### Cell classes on the final placement, run 1

Scale bar: 20 microns. Fill, decap, tap and diode cells in grey.
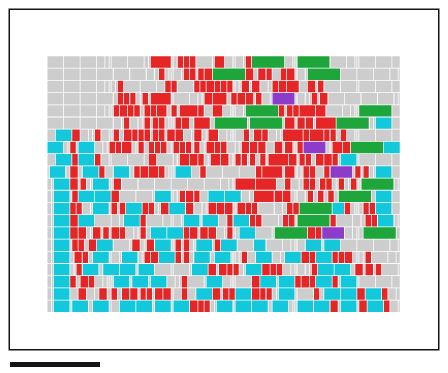
### Signal wires by layer, run 1

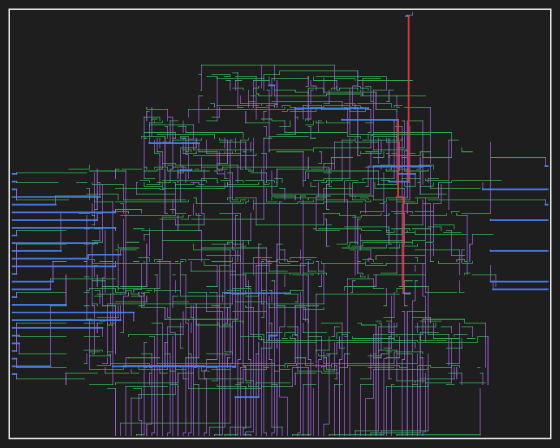
### Wire density map, run 1

The die is cut into 19 by 15 equal tiles; black is low, pale yellow is high, scaled to the fullest tile. Values are wire area over tile area, all layers added.
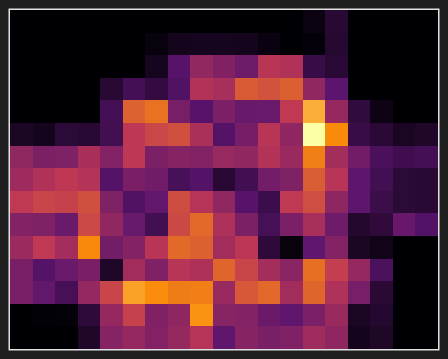
### Met1 routing, run 1

Supply wires on this layer in grey.
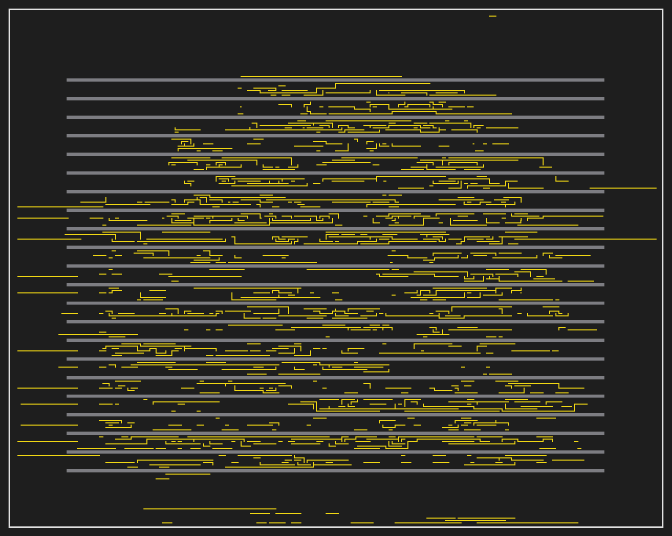
## src/rtl/oled_frame_arbiter.sv

```systemverilog
// Round-robin owner of the single OLED display; ownership changes only on frame_begin.
// Grant, owner index and switch_pulse are registered one cycle after the frame_begin edge; pixel_data adds no latency.
// No backpressure: requests are levels sampled at frame_begin; a source that loses simply waits for a later frame.
module oled_frame_arbiter #(
  parameter int          N_SRC     = 4,
  parameter int          QUANTUM   = 30,
  parameter logic [15:0] BG_COLOUR = 16'h0000
) (
  input  logic                     clk,
  input  logic                     resetn,
  input  logic                     frame_begin,
  input  logic [N_SRC-1:0]         req,
  input  logic [16*N_SRC-1:0]      src_pixel,
  output logic [N_SRC-1:0]         grant,
  output logic                     grant_valid,
  output logic [$clog2(N_SRC)-1:0] active_idx,
  output logic                     switch_pulse,
  output logic [15:0]              pixel_data
);

  localparam int IDXW = $clog2(N_SRC);
  localparam int FW   = $clog2(QUANTUM + 1);

  typedef enum logic {
    IDLE = 1'b0,
    HOLD = 1'b1
  } state_t;

  state_t          state;
  logic [FW-1:0]   fcnt;
  logic [IDXW-1:0] rr_ptr;

  logic            win_vld;
  logic [IDXW-1:0] win_idx;
  logic [IDXW-1:0] win_next_ptr;
  int              cand_idx;
  logic            own_req;
  logic            quantum_done;

  // Round-robin search starting at rr_ptr; walking offsets downward lets the smallest offset win.
  always_comb begin
    win_vld  = 1'b0;
    win_idx  = '0;
    cand_idx = 0;
    for (int i = N_SRC - 1; i >= 0; i--) begin
      cand_idx = (int'(rr_ptr) + i) % N_SRC;
      if (req[IDXW'(cand_idx)]) begin
        win_vld = 1'b1;
        win_idx = IDXW'(cand_idx);
      end
    end
  end

  // Pointer to the index after the winner, wrapping at N_SRC (which need not be a power of two).
  assign win_next_ptr = (int'(win_idx) == N_SRC - 1) ? '0 : win_idx + 1'b1;

  // Owner still requesting, and whether its quantum has run out on this frame.
  assign own_req      = req[active_idx];
  assign quantum_done = (int'(fcnt) + 1 >= QUANTUM);

  // Arbitration FSM: decisions are taken only on frame_begin so no frame is ever torn.
  always_ff @(posedge clk) begin
    if (!resetn) begin
      state        <= IDLE;
      fcnt         <= '0;
      rr_ptr       <= '0;
      grant        <= '0;
      grant_valid  <= 1'b0;
      active_idx   <= '0;
      switch_pulse <= 1'b0;
    end else begin
      switch_pulse <= 1'b0;
      if (frame_begin) begin
        case (state)
          IDLE: begin
            if (win_vld) begin
              state        <= HOLD;
              grant        <= {{(N_SRC-1){1'b0}}, 1'b1} << win_idx;
              grant_valid  <= 1'b1;
              active_idx   <= win_idx;
              fcnt         <= '0;
              rr_ptr       <= win_next_ptr;
              switch_pulse <= 1'b1;
            end
          end
          HOLD: begin
            if (!own_req || quantum_done) begin
              if (!win_vld) begin
                state        <= IDLE;
                grant        <= '0;
                grant_valid  <= 1'b0;
                active_idx   <= '0;
                fcnt         <= '0;
                switch_pulse <= 1'b1;
              end else if (win_idx != active_idx) begin
                grant        <= {{(N_SRC-1){1'b0}}, 1'b1} << win_idx;
                active_idx   <= win_idx;
                fcnt         <= '0;
                rr_ptr       <= win_next_ptr;
                switch_pulse <= 1'b1;
              end else begin
                // Nobody else wants the display: keep the owner, pin the counter.
                fcnt <= FW'(QUANTUM);
              end
            end else begin
              fcnt <= fcnt + 1'b1;
            end
          end
          default: state <= IDLE;
        endcase
      end
    end
  end

  // Registered select, combinational data path: the owner's pixel passes straight through.
  assign pixel_data = grant_valid ? src_pixel[16*active_idx +: 16] : BG_COLOUR;

endmodule
```

## config.mk

```make
export PLATFORM = sky130hd
export DESIGN_NAME = oled_frame_arbiter
export DESIGN_NICKNAME = d
export VERILOG_FILES = /design/src/rtl/oled_frame_arbiter.sv
export SDC_FILE = /design/constraint.sdc
export NUM_CORES = 1
export LEC_CHECK = 0
export ABC_AREA = 1
export CAP_MARGIN = 0
export CORE_ASPECT_RATIO = 0.75
export CORE_MARGIN = 8
export CORE_UTILIZATION = 36
export CTS_CLUSTER_SIZE = 40
export DETAILED_ROUTE_END_ITERATION = 10
export PLACE_DENSITY = 0.76
export SYNTH_ARGS = -nofsm -noshare
export SYNTH_HDL_FRONTEND = slang
export SYNTH_SLANG_ARGS = --single-unit
```

## constraint.sdc

```tcl
create_clock -name clk -period 4.58 [get_ports clk]
set_input_delay 0.687 -clock clk [delete_from_list [all_inputs] [get_ports clk]]
set_output_delay 0.687 -clock clk [all_outputs]
set_load 0.01 [all_outputs]
```

==> results.txt, run 1 <==
Implementation results. Chip area in the Yosys report landed at between 0.0015 and 0.002 sq mm. Via count landed at about 2200. Hold-check failures listed in the final report amount to 0. Average wire per standard cell landed at approximately 13 microns. Across all stage logs, warnings added up to 32. Worst-case register-to-register setup slack landed at about 2000 ps.

Clock transition at the register clock pins on the worst setup and hold paths after CTS landed at ~60 ps. Fraction of the yosys area taken by sequential cells landed at 18.8%. Number of max-slew violations in the final report landed at 0.

The first global-routing pass estimated 9.69 mm of wire. Final wirelength landed at slightly below 6 mm. Net count entering floorplan landed at 394.

After detailed routing, the number of remaining DRC violations is 0. The worst register-to-register path ends at grant[2]. Actual transition at the worst max-transition pin landed at around 680 ps. Counting stages on the worst path, the most repeated cell is nor2_1. Per STA, the endpoint of the critical path is pixel_data[15]. The number of global-route vias before repair is roughly 2000. Power comes to 1260 uW.

Critical path buffer and inverter count landed at 2. Once the clock tree was built, the resizer swapped 0 gates to a different size. The most critical hold endpoint after final layout shows a slack of approximately 480 ps. On the critical path the largest part of the delay comes from buffers and inverters. According to the I/O placement log, the pin count is 95.

Looking at the critical path, the single cell with the biggest stage delay is dfxtp_1. Each instance of the synthesized netlist takes up on average roughly 5.4 sq um. The critical path goes through buf_4 -> nor2_1 -> nor2_1 -> o21ai_0 -> a21oi_1 -> clkdlybuf4s50_1. Setup repair after global routing left no endpoint under its margin. Initial antenna violation count landed at 0. STA classifies the critical path endpoint as a primary output. Per STA, the highest per-stage delay on the worst path measures 760 ps. In the setup report, the worst path falls into the class reg -> out. Global route total overflow landed at 0. According to the timing report, the data required time at the worst endpoint equals between 3000 and 4000 ps. Cts-stage hold buffer count landed at 0. In this run the critical register-to-register path is launched from active_idx[0]. Register area landed at 320 sq um. The launch point of the critical path was reported as active_idx[0]. Maximum number of pins on one net before global-route repair landed at 36. The count of nets left with antenna violations once routing finished came out at 0. The core region is between 0.004 and 0.005 sq mm. Number of CTS-inserted buffers landed at 3. The chip occupies just over 0.007 sq mm.

Placer's final routability congestion estimate landed at ~0.83. For this design the static power due to leakage is between 0.001 and 0.0015 uW. Fraction of layout instances using a drive strength above 1 landed at 6.00%.

The flow reports an fmax of roughly 0.32 GHz. Number of port buffers landed at ~94. The flow ran to the end, and the final reports show no timing, DRC or antenna violations.

The clock passes through at most 2 buffers. Synthesis produced a netlist whose cell count is between 300 and 400. Total of warnings raised by yosys landed at 0. TritonCTS built the clock tree.

Logic depth of the worst path, buffers included landed at 6. Summing all multi-input logic gate instances after layout gives about 0.0012 sq mm. The final antenna diode tally reported by the flow is 0. Highest ir drop seen on vdd landed at roughly 0.35 mV. Detailed-route vias per instance landed at ~4.8.

The worst-case max-slew headroom was logged as between 50% and 60%. The routed design could run at a clock period as short as 3080 ps. The net count of the finished layout is a little under 500.

Timing analysis after detailed placement gives a worst setup slack of 1750 ps. Clock sink count landed at 16. STA puts the critical path data arrival time at between 2000 and 2500 ps. Leaving out fill and tap cells, the most frequent cells in the layout are 94 x clkdlybuf4s50_1, 84 x nor2_1, 63 x nand2_1. For the worst-skew pair, the clock arrives at the later sink with an insertion delay of 260 ps.

In this run the horizontal extent of the chip is between 90 and 100 microns. In this run the cell area of the synthesized design comes to 0.00170 sq mm. The report lists the power per cell area as around 460 mW/mm^2.

According to the floorplan report, the die height is approximately 76 microns. The number of cells on the worst reg-to-reg path is 12. Worst clock skew on the final layout landed at 6.80 ps. The initialized floorplan defines 21 standard-cell rows. Total of endpoints with negative setup slack in the final report landed at 0.

Number of H-tree branching levels landed at 1. STA classifies the critical path startpoint as a flip-flop. Number of detailed-route iterations in the first pass landed at 4. The synthesized netlist was found by Yosys to have around 310 cells.

The cell sitting at the root of the clock tree is a clkbuf_8. Setup slack on the critical path of the routed design comes to roughly 1500 ps. Number of violations reported at the end of detailed-routing iteration 0 landed at 128. Summed over all routing layers, the global router reports a total usage of roughly 17%. In this run the maximum-capacitance check reported violations numbering 0. Layout overhead on the synthesized area landed at 59.9%. Setup TNS landed at 0 ps. By instance count after routing, the leading logic cell type is clkdlybuf4s50_1. The tightest min-delay check is of the reg -> reg type.

Setup fix buffers added after clock tree synthesis landed at 0. Post-DP HPWL landed at about 4.7 mm. Number of synthesized register bits landed at 16. Yosys mapped the design onto 27 distinct sky130hd cell types.

Initial cell density of the core landed at between 30% and 40%. Of the available clock period, the critical path in the final layout requires approximately two thirds. Per the layout report, the design carries 446 filler cells. Maximum fanout along the worst path landed at 20.
-- 'Cell classes on the final placement' (at the start) --
clock drivers and dummy loads: marked purple, cells 4, share of their area 2.1%. combinational and other logic: marked red, cells 284, share of their area 50%. flops: marked green, cells 16, share of their area 12%. other buffers and delay cells: marked cyan, cells 96, share of their area 36%.
flip-flop and latch share of the layout cell area: 11.8%
Finished Cell Area: 0.00272 sq mm

-- 'Signal wires by layer' (at the start) --
metal 1: marked green, wire length 2650 microns. metal 4: marked red, wire length 60.8 microns. metal 3: marked blue, wire length 374 microns. metal 2: marked purple, wire length 2810 microns.

-- 'Wire density map' (at the start) --
The emptiest ninth of the die: north-west. The fullest tile reaches 0.50. 24% of the tiles are nearly empty.

-- 'Met1 routing' (at the start) --
The wires run mostly horizontal. The longest straight run is 23.5 microns.

-- run 1: routing by layer --
metal | routed length [microns] | share of wire (%) | vias to the layer above | GRT usage (%)
li1 | - | - | 1180 | -
met1 | 2650 | 45 | 945 | 21.6
met2 | 2810 | 48 | 61 | 28.0
met3 | 374 | 6.3 | 5 | 3.64
met4 | 60 | 1.0 | 0 | 4.14
met5 | 0 | 0 | - | 0
-- run 1: logic make-up after synthesis --
group,Yosys count,synth area share [%]
AND-OR/OR-AND,68,20.8
AND/OR/NAND/NOR,181,43.9
buffers and inverters,39,9.42
adder cells (fa/ha/maj),9,6.62
flip-flops,16,18.8
XOR/XNOR,1,0.515
-- run 1: worst min-delay path by stage --
stage / from / endpoint / slack [ps] / cells past startpoint
after floorplan: fcnt[3] / fcnt[3] / 460 / 2
after global placement: grant[3] / grant[3] / 460 / 2
after detailed placement: grant[2] / grant[2] / 470 / 2
after CTS: grant[1] / grant[1] / 490 / 2
after global routing: grant[2] / grant[2] / 510 / 2
final: grant[1] / grant[1] / 480 / 2
-- run 1: through the flow --
step                      cell area [sq um]  utilization [%]  cells
after floorplan                        1700                -    314
after global placement                 2660             59.3    453
after detailed placement               2660             59.3    453
after CTS                              2720             60.5    457
after global routing                   2720             60.5    457
final                                  2720             60.5    457
-- run 1: report_power, final --
group	internal (uW)	switching, uW
Combinational	379	518
Clock	76.5	53.1
Sequential	179	55.6
-- run 1: sequential cells by signal, indices dropped and copies added, names as in the netlist --
| name | flops |
|---|---|
| grant_valid | 1 |
| state | 1 |
| grant | 4 |
| active_idx | 2 |
| switch_pulse | 1 |
| rr_ptr | 2 |
| fcnt | 5 |
-- run 1: worst register-to-register path: stages, from the launching register on --
cell     delay (ps)
dfxtp_1         760
inv_2           400
o21ai_0         260
o22ai_1         110
and2_1          240
inv_2           110
nor2_2           50
nor2_1          140
nand2_2          80
inv_2           140
nand2_1          80
nand2_1          70
nor2_1           40
-- run 1: synthesized netlist by cell type (all sizes together) --
| master | instances | area share (%) |
|---|---|---|
| nand2 | 69 | 16 |
| a21oi | 25 | 7.4 |
| ha | 9 | 6.6 |
| dfxtp | 16 | 19 |
| inv | 23 | 5.2 |
| nand3b | 1 | 0.44 |
| o21bai | 1 | 0.66 |
| nand4 | 1 | 0.37 |
| clkinv | 2 | 0.44 |
| o22ai | 1 | 0.37 |
| clkbuf | 8 | 1.8 |
| o21ai | 40 | 12 |
| a31oi | 1 | 0.37 |
| and2 | 1 | 0.37 |
| nor2 | 85 | 19 |
| buf | 6 | 2.0 |
| xnor2 | 1 | 0.52 |
| nor3 | 3 | 1.5 |
| nand3 | 21 | 6.2 |
-- run 1: layout make-up --
| class | count | share of cell area (%) |
|---|---|---|
| clock buffer | 4 | 2.02 |
| inverter | 25 | 3.54 |
| multi-input combinational | 259 | 44.9 |
| sequential | 16 | 11.8 |
| tap | 57 | 2.62 |
| timing repair buffer | 96 | 35.2 |
### Placement view, run 1

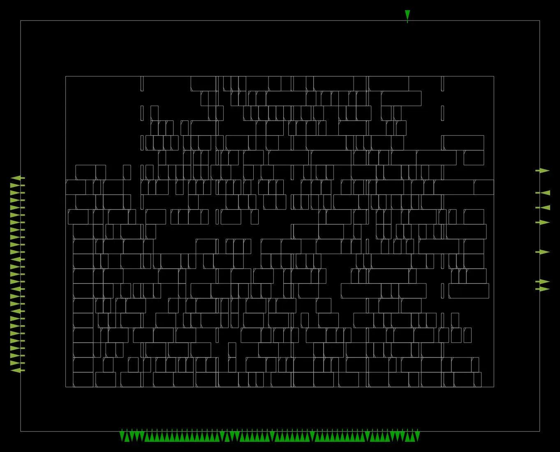

==> run 1 -> run 2 <==
==> constraint.sdc (replaced) <==
create_clock -name clk -period 3.05 [get_ports clk]
set_input_delay 0.4575 -clock clk [delete_from_list [all_inputs] [get_ports clk]]
set_output_delay 0.4575 -clock clk [all_outputs]
set_load 0.01 [all_outputs]
### Placement view, run 2

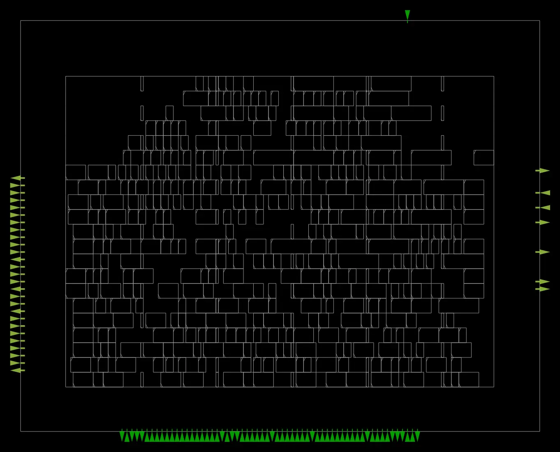
number of rows created at floorplan: 21
Filler Cells Inserted: 449
flop count: 16

### Cell classes on the final placement, run 2

Scale bar: 20 microns. Fill, decap, tap and diode cells in grey.
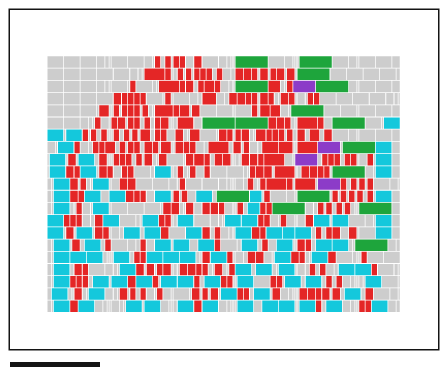
other buffers and delay cells: marked cyan, cells 97, share of their area 36%. flops: marked green, cells 16, share of their area 12%. combinational and other logic: marked red, cells 284, share of their area 50%. clock drivers and dummy loads: marked purple, cells 4, share of their area 2.1%.

### Met1 routing, run 2

Supply wires on this layer in grey.
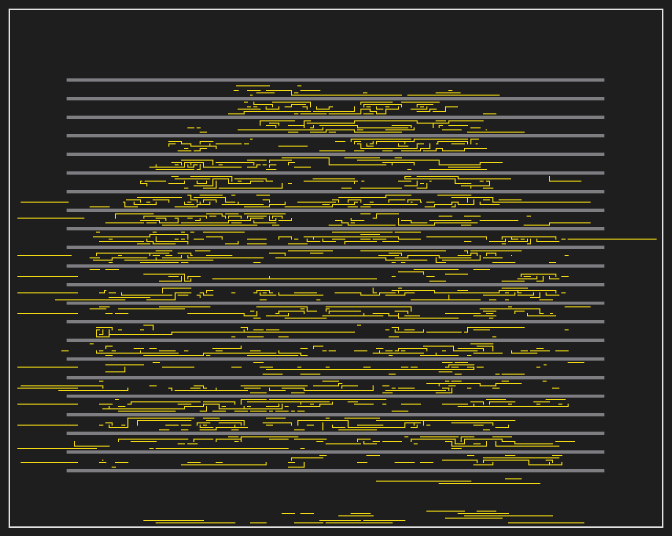
The longest straight run is 30.4 microns. 421 nets have wire on it. The layer holds 46% of the routed length. The layer carries 2730 microns of wire.

==> run 2 against run 1 <==
Worst hold slack improved by 1.8 ps. Register-to-register slack got worse by 1200 ps. Clock skew down 4.4 ps. Clock power up 41%. Sequential share of layout area about the same. Global-route usage grew 0.41 points. Highest routed layer unchanged.
==> results.txt, run 2 <==
Implementation results. The flow ran to the end, and the final reports show no timing, DRC or antenna violations. The top cell type in the final layout, fill and taps aside, is clkdlybuf4s50_1. Post-synthesis cell type count landed at 27. The longest clock path from root to sink contains 2 buffers. Post-CTS resize count landed at 0. The worst path needs about 2600 ps of the cycle, external delays included. Compared with the post-synthesis result, the final layout area differs by 60.3%. Detailed-route vias per instance landed at 4.87. The critical path is of the reg -> out type. Summed over all cells, the static leakage comes to roughly 0.0012 uW. Setup fix buffers added after clock tree synthesis landed at 0.

Cell count listed in synth_stat.txt landed at approximately 310. The number of global-route vias before repair came to about 2100. Per STA, the highest per-stage delay on the worst path measures 600 ps. Maximum number of pins on one net before global-route repair landed at 36. For this run the top cell type by instance count after synthesis was nor2_1.

Number of standard cells after synthesis landed at ~310. Actual transition at the worst max-transition pin landed at about 540 ps. Number of maximum-capacitance constraint violations landed at 0.

dfxtp_1 takes more of the synthesized area than any other cell. Standard cell core area landed at approximately 0.0045 sq mm. Hold repair after CTS inserted 0 buffers.

The area fraction of the largest cell type after synthesis is 18.8%. The placement report lists the number of port buffers as between 90 and 100. As reported, the later end of the worst-skew pair has a clock insertion delay of between 200 and 250 ps.

Number of max-slew violations in the final report landed at 0. The commonest register cell is dfxtp_1. For this run, design rule violations remaining after detail routing come to 0.

Total design power landed at about 1900 uW. In the layout the commonest cells are 94 x clkdlybuf4s50_1, 84 x nor2_1, 63 x nand2_1. The first TritonRoute pass finished after 4 iterations. Die area landed at slightly above 0.007 sq mm.

The register with the most flip-flops in the layout has 5 of them. The congestion estimate from routability-driven global placement came to about 0.89. The synthesized netlist occupies a cell area of ~0.0017 sq mm. In the global route stage, overall resource usage came out at between 10% and 20%.

Net count reported at finish landed at about 480. The count of nets left with antenna violations once routing finished came out at 0. Chip area in the Yosys report landed at 0.00170 sq mm. Total of endpoints with negative setup slack in the final report landed at 0. Counting flops per register, the top entry is fcnt. TritonCTS built the clock tree. Number of synthesized register bits landed at 16.

The registers reported with the highest flop counts are fcnt (5), grant (4). Counting every net in the synthesized netlist gives just under 400. Worst clock skew on the final layout landed at around 2.4 ps. Fraction of the yosys area taken by sequential cells landed at a little under a fifth. Via count landed at around 2200. The final hold violation count recorded for this run is 0.

Fraction of registers with async set or reset after synthesis landed at 0%. Across all stage logs, warnings added up to 32. Power density relative to cell area landed at 695 mW/mm^2.

The tree is rooted in a clkbuf_8. Per STA, the worst path is made up of clkinv_1 -> nor2_1 -> o21ai_0 -> a21oi_1 -> clkdlybuf4s50_1. Critical path arrival landed at between 2000 and 2500 ps.

Per the detail_route report, routed wire per instance is ~13 microns. For reference, the post-synthesis area per instance comes to approximately 5.4 sq um. Maximum operating frequency landed at between 0.3 and 0.4 GHz.

Clock transition at the register clock pins on the worst setup and hold paths after CTS landed at about 60 ps. The report shows a maximum critical-path fanout of 18. Measured against its own limit, the worst slew margin works out to a little under two thirds.
-- run 2: cell counts after synthesis --
No cell type changed its count.
-- run 2: worst register-to-register path, stage by stage, from the launching register on --
cell	delay, ps
dfxtp_1	550
inv_4	90
nand2_1	90
nand3_1	120
nand2_1	110
inv_2	50
nand2_2	100
inv_1	90
ha_1	180
inv_1	50
nand2_1	120
nor2_1	300
nand3_1	120
a21oi_1	150
-- run 2: metrics by stage --
stage                     util (%)  area [sq um]
after detailed placement      59.5          2670
after CTS                     60.7          2730
after floorplan                  -          1700
after global placement        59.5          2670
after global routing          60.7          2730
final                         60.7          2730
-- run 2: layout make-up --
cell class / count / area (sq um)
repair buffers: 97 / 963
fillers: 449 / 1770
well taps: 57 / 71.3
multi-input cells: 259 / 1220
inverters: 25 / 96.3
clock buffers: 4 / 55.1
flip-flops and latches: 16 / 320
-- run 2: report_power, final --
part           total, uW  internal [uW]  switching [uW]
logic               1380            574             803
clock network        183            114            68.9
registers            334            269            64.5
-- run 2: cell families (layout without fill, tap and decap cells) --
kind of cell,count (synthesis),in the layout,share of synthesized area (%)
flops,16,16,18.8
xor+xnor,1,1,0.515
compound gates,68,68,20.8
simple gates,181,181,43.9
fa+ha+maj,9,9,6.62
buf+inv,39,126,9.42
-- run 2: final timing paths --
path | endpoint | cells past startpoint | start | slack [ps]
min | grant[3] | 2 | grant[3] | 480
max reg2reg | fcnt[4] | 13 | rr_ptr[0] | 850
min reg2reg | grant[3] | 2 | grant[3] | 480
max | pixel_data[13] | 5 | active_idx[1] | 480
-- run 2: routing by layer --
layer | share of wire [%] | routed length [microns] | global-route usage, %
met5 | 0 | 0 | 0
met4 | 1.3 | 76 | 3.97
met3 | 5.6 | 332 | 2.66
met2 | 47 | 2800 | 29.2
met1 | 46 | 2730 | 22.4
Power and IR drop assume default switching activity.
